File: config.mk
export PLATFORM = sky130hd
export DESIGN_NAME = ror_unit_flat
export DESIGN_NICKNAME = d
export VERILOG_FILES = /design/src/rtl/ror_unit_if.sv /design/src/rtl/ror_unit.sv /design/src/flat_wrapper.sv
export SDC_FILE = /design/constraint.sdc
export NUM_CORES = 1
export LEC_CHECK = 0
export ABC_AREA = 1
export CORE_ASPECT_RATIO = 0.8
export CORE_MARGIN = 10
export CORE_UTILIZATION = 57
export CTS_CLUSTER_DIAMETER = 30
export CTS_CLUSTER_SIZE = 10
export DETAILED_ROUTE_END_ITERATION = 8
export HOLD_SLACK_MARGIN = 0.03
export PLACE_DENSITY = 0.87
export SYNTH_ARGS = -nofsm -noshare
export SYNTH_HDL_FRONTEND = slang
export SYNTH_SLANG_ARGS = --single-unit
File: constraint.sdc
create_clock -name clk -period 4.25 [get_ports clk]
set_clock_uncertainty 0.15 [all_clocks]
set_input_delay 0.85 -clock clk [delete_from_list [all_inputs] [get_ports clk]]
set_output_delay 0.85 -clock clk [all_outputs]
set_load 0.01 [all_outputs]
File: src/rtl/ror_unit_if.sv
// Request/response bundle for the multi-cycle rotate-right engine.
// Master drives the request side; slave returns status and result.
interface ror_unit_if #(
  parameter int WIDTH = 32,
  parameter int AW    = 5
);
  logic             start;
  logic [WIDTH-1:0] data_in;
  logic [AW-1:0]    amount;
  logic             busy;
  logic             done;
  logic [WIDTH-1:0] result;

  modport master (
    output start,
    output data_in,
    output amount,
    input  busy,
    input  done,
    input  result
  );

  modport slave (
    input  start,
    input  data_in,
    input  amount,
    output busy,
    output done,
    output result
  );
endinterface

File: src/rtl/ror_unit.sv
// Multi-cycle rotate-right engine, up to STEP bits per clock.
// Result register doubles as the working register during rotation.
module ror_unit #(
  parameter int WIDTH = 32,
  parameter int STEP  = 4,
  parameter int AW    = 5
) (
  input  logic       clk,
  input  logic       Clear,
  ror_unit_if.slave  bus
);

  localparam logic [1:0] S_IDLE = 2'd0;
  localparam logic [1:0] S_ROT  = 2'd1;
  localparam logic [1:0] S_DONE = 2'd2;

  localparam logic [AW:0] STEP_V = (AW+1)'(STEP);

  logic [1:0]       state;
  logic [1:0]       state_nx;
  logic [WIDTH-1:0] res_q;
  logic [AW-1:0]    rem_q;
  logic             busy_q;
  logic             done_q;

  logic             accept;
  logic             big;
  logic             last;
  logic [AW-1:0]    step_amt;
  logic [WIDTH-1:0] rot_val;

  // Chunk size this cycle: STEP while more than STEP remains, else the rest.
  always_comb begin
    big      = {1'b0, rem_q} > STEP_V;
    last     = !big;
    step_amt = big ? STEP_V[AW-1:0] : rem_q;
  end

  // Rotate the working register right by the current chunk.
  always_comb begin
    rot_val = (res_q >> step_amt)
            | (res_q << (WIDTH - int'(step_amt)));
  end

  // Next-state decode; start only counts while idle.
  always_comb begin
    accept   = 1'b0;
    state_nx = state;
    unique case (1'b1)
      (state == S_IDLE): begin
        accept = bus.start;
        if (bus.start)
          state_nx = (bus.amount != '0) ? S_ROT : S_DONE;
      end
      (state == S_ROT): begin
        if (last)
          state_nx = S_DONE;
      end
      (state == S_DONE): begin
        state_nx = S_IDLE;
      end
      default: begin
        state_nx = S_IDLE;
      end
    endcase
  end

  // State register plus registered status flags.
  always_ff @(posedge clk or negedge Clear) begin
    if (!Clear) begin
      state  <= S_IDLE;
      busy_q <= 1'b0;
      done_q <= 1'b0;
    end else begin
      state  <= state_nx;
      busy_q <= (state_nx != S_IDLE);
      done_q <= (state_nx == S_DONE);
    end
  end

  // Operand capture on accept, then chunked rotation.
  always_ff @(posedge clk or negedge Clear) begin
    if (!Clear) begin
      res_q <= '0;
      rem_q <= '0;
    end else if (accept) begin
      res_q <= bus.data_in;
      rem_q <= bus.amount;
    end else if (state == S_ROT) begin
      res_q <= rot_val;
      rem_q <= rem_q - step_amt;
    end
  end

  assign bus.busy   = busy_q;
  assign bus.done   = done_q;
  assign bus.result = res_q;

endmodule

File: src/flat_wrapper.sv
// flat-port wrapper written by rule: the top's interface ports become plain ports
module ror_unit_flat 
#(
  parameter int WIDTH = 32,
  parameter int STEP  = 4,
  parameter int AW    = 5
)
  (clk, Clear, bus_start, bus_data_in, bus_amount, bus_busy, bus_done, bus_result);
  ror_unit_if #(.WIDTH(WIDTH), .AW(AW)) bus_i ();
  input  logic clk;
  input  logic Clear;
  input wire logic [$bits(bus_i.start)-1:0] bus_start;
  input wire logic [$bits(bus_i.data_in)-1:0] bus_data_in;
  input wire logic [$bits(bus_i.amount)-1:0] bus_amount;
  output wire logic [$bits(bus_i.busy)-1:0] bus_busy;
  output wire logic [$bits(bus_i.done)-1:0] bus_done;
  output wire logic [$bits(bus_i.result)-1:0] bus_result;
  assign bus_i.start = bus_start;
  assign bus_i.data_in = bus_data_in;
  assign bus_i.amount = bus_amount;
  assign bus_busy = bus_i.busy;
  assign bus_done = bus_i.done;
  assign bus_result = bus_i.result;
  ror_unit #(.WIDTH(WIDTH), .STEP(STEP), .AW(AW)) u_core (.clk(clk), .Clear(Clear), .bus(bus_i));
endmodule
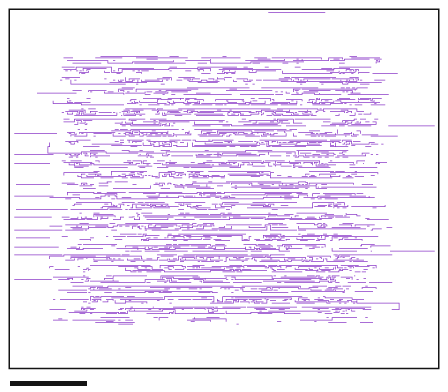
(metal 1)
Bar = 20 µm.
- wire length on this layer: 6000 µm
- share of all routed wire: 39%

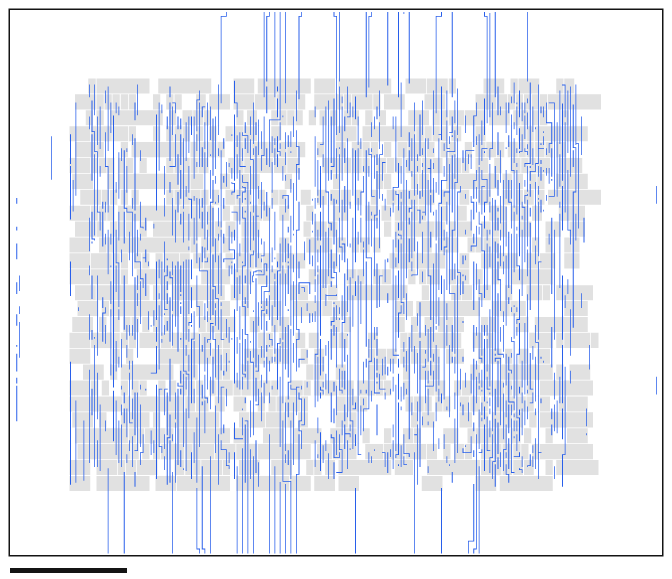
(the metal 2 layer)
Bar = 20 µm.
- longest straight run: 46.4 µm
- share of all routed wire: 41%

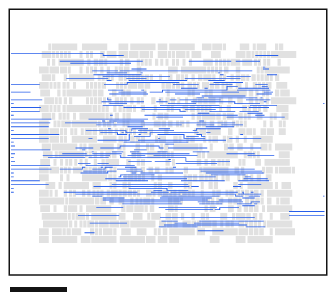
(signal wires on met3)
Bar = 20 µm.
- nets with wire on the layer: 156
- wire length on this layer: 2600 µm
- longest straight run: 46.5 µm
- share of all routed wire: 17%

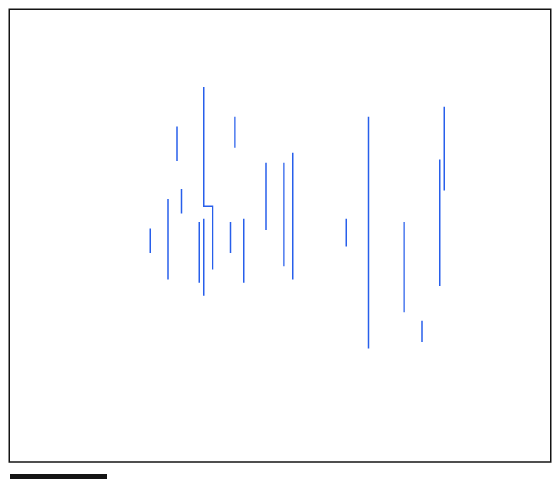
(metal 4)
Bar = 20 µm.
- main direction: vertical
- share of all routed wire: 2.0%
- longest straight run: 47.6 µm
- nets with wire on the layer: 19
- wire length on this layer: 304 µm

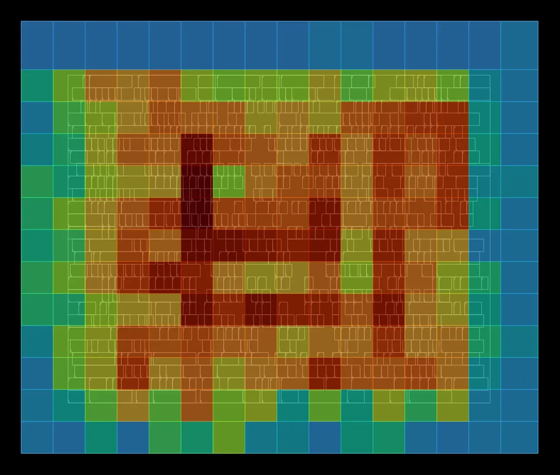
(routing congestion)
gr usage total: 28.1%
met2 Usage GRT: 41.0%

==> results.sh <==
# source this file to load flow results
export IMPL_syn_instance_count=658
export IMPL_hold_viol_final=0
export IMPL_synthFlopType="dfrtp_1"
export IMPL_wl_per_cell_um=19.1
export IMPL_flops=41
export IMPL_inverters=44
export IMPL_synth_flop_count=41
export IMPL_fillCellCount=561
export IMPL_min_period_ns=3.30
export IMPL_critical_path_required_ns=4.35
export IMPL_fin_hold_ws_ns=0.388
export IMPL_comb_cells=536
export IMPL_drtPass1Iterations=7
export IMPL_grt_first_pass_wirelength_um=24400
export IMPL_ys_sh_adder_pct=0.655
export IMPL_reg2reg_from="u_core.rem_q[2]"
export IMPL_vias_per_cell=6.26
export IMPL_worstSetupPathType="reg -> reg"
export IMPL_clockBufferDepth=2
export IMPL_syn_area_um2=3820
export IMPL_lay_top_cells="nand2_1, nand3_1, nor2_1"
export IMPL_htree_levels=2
export IMPL_grt_start_max_net_pins=45
export IMPL_instances_no_fill=796
export IMPL_synth_top_cell_by_area="dfrtp_1"
export IMPL_placed_area_um2=4550
export IMPL_wl_met1_um=6000
export IMPL_maxCapViolCount=0
export IMPL_met3_usage_pct=11.4
export IMPL_worstPathCellList="inv_2 > nand2_4 > nor2_4 > inv_2 > ha_1 > inv_1 > nor2_8 > inv_2 > nor2_2 > inv_1 > o21ai_0 > o21ai_1 > nand2_1 > nand2_1 > nand2_1"
export IMPL_antenna_found_initial=0
export IMPL_final_util_pct=72.4
export IMPL_io_buffers=73
export IMPL_relSlewSlack_pct=35.5
export IMPL_status="complete, no violations"
export IMPL_cts_made_buffers=5
export IMPL_clkLatencyLatePin_ns=0.30
export IMPL_hold_path_class="reg -> reg"
export IMPL_holdPathStages=2
export IMPL_cp_depth=15
export IMPL_drive_gt1_share_pct=5.62
export IMPL_tap_cells=84
export IMPL_first_global_vias=4589
export IMPL_power_leader="combinational cells"
export IMPL_synth_top_area_share_pct=26.8
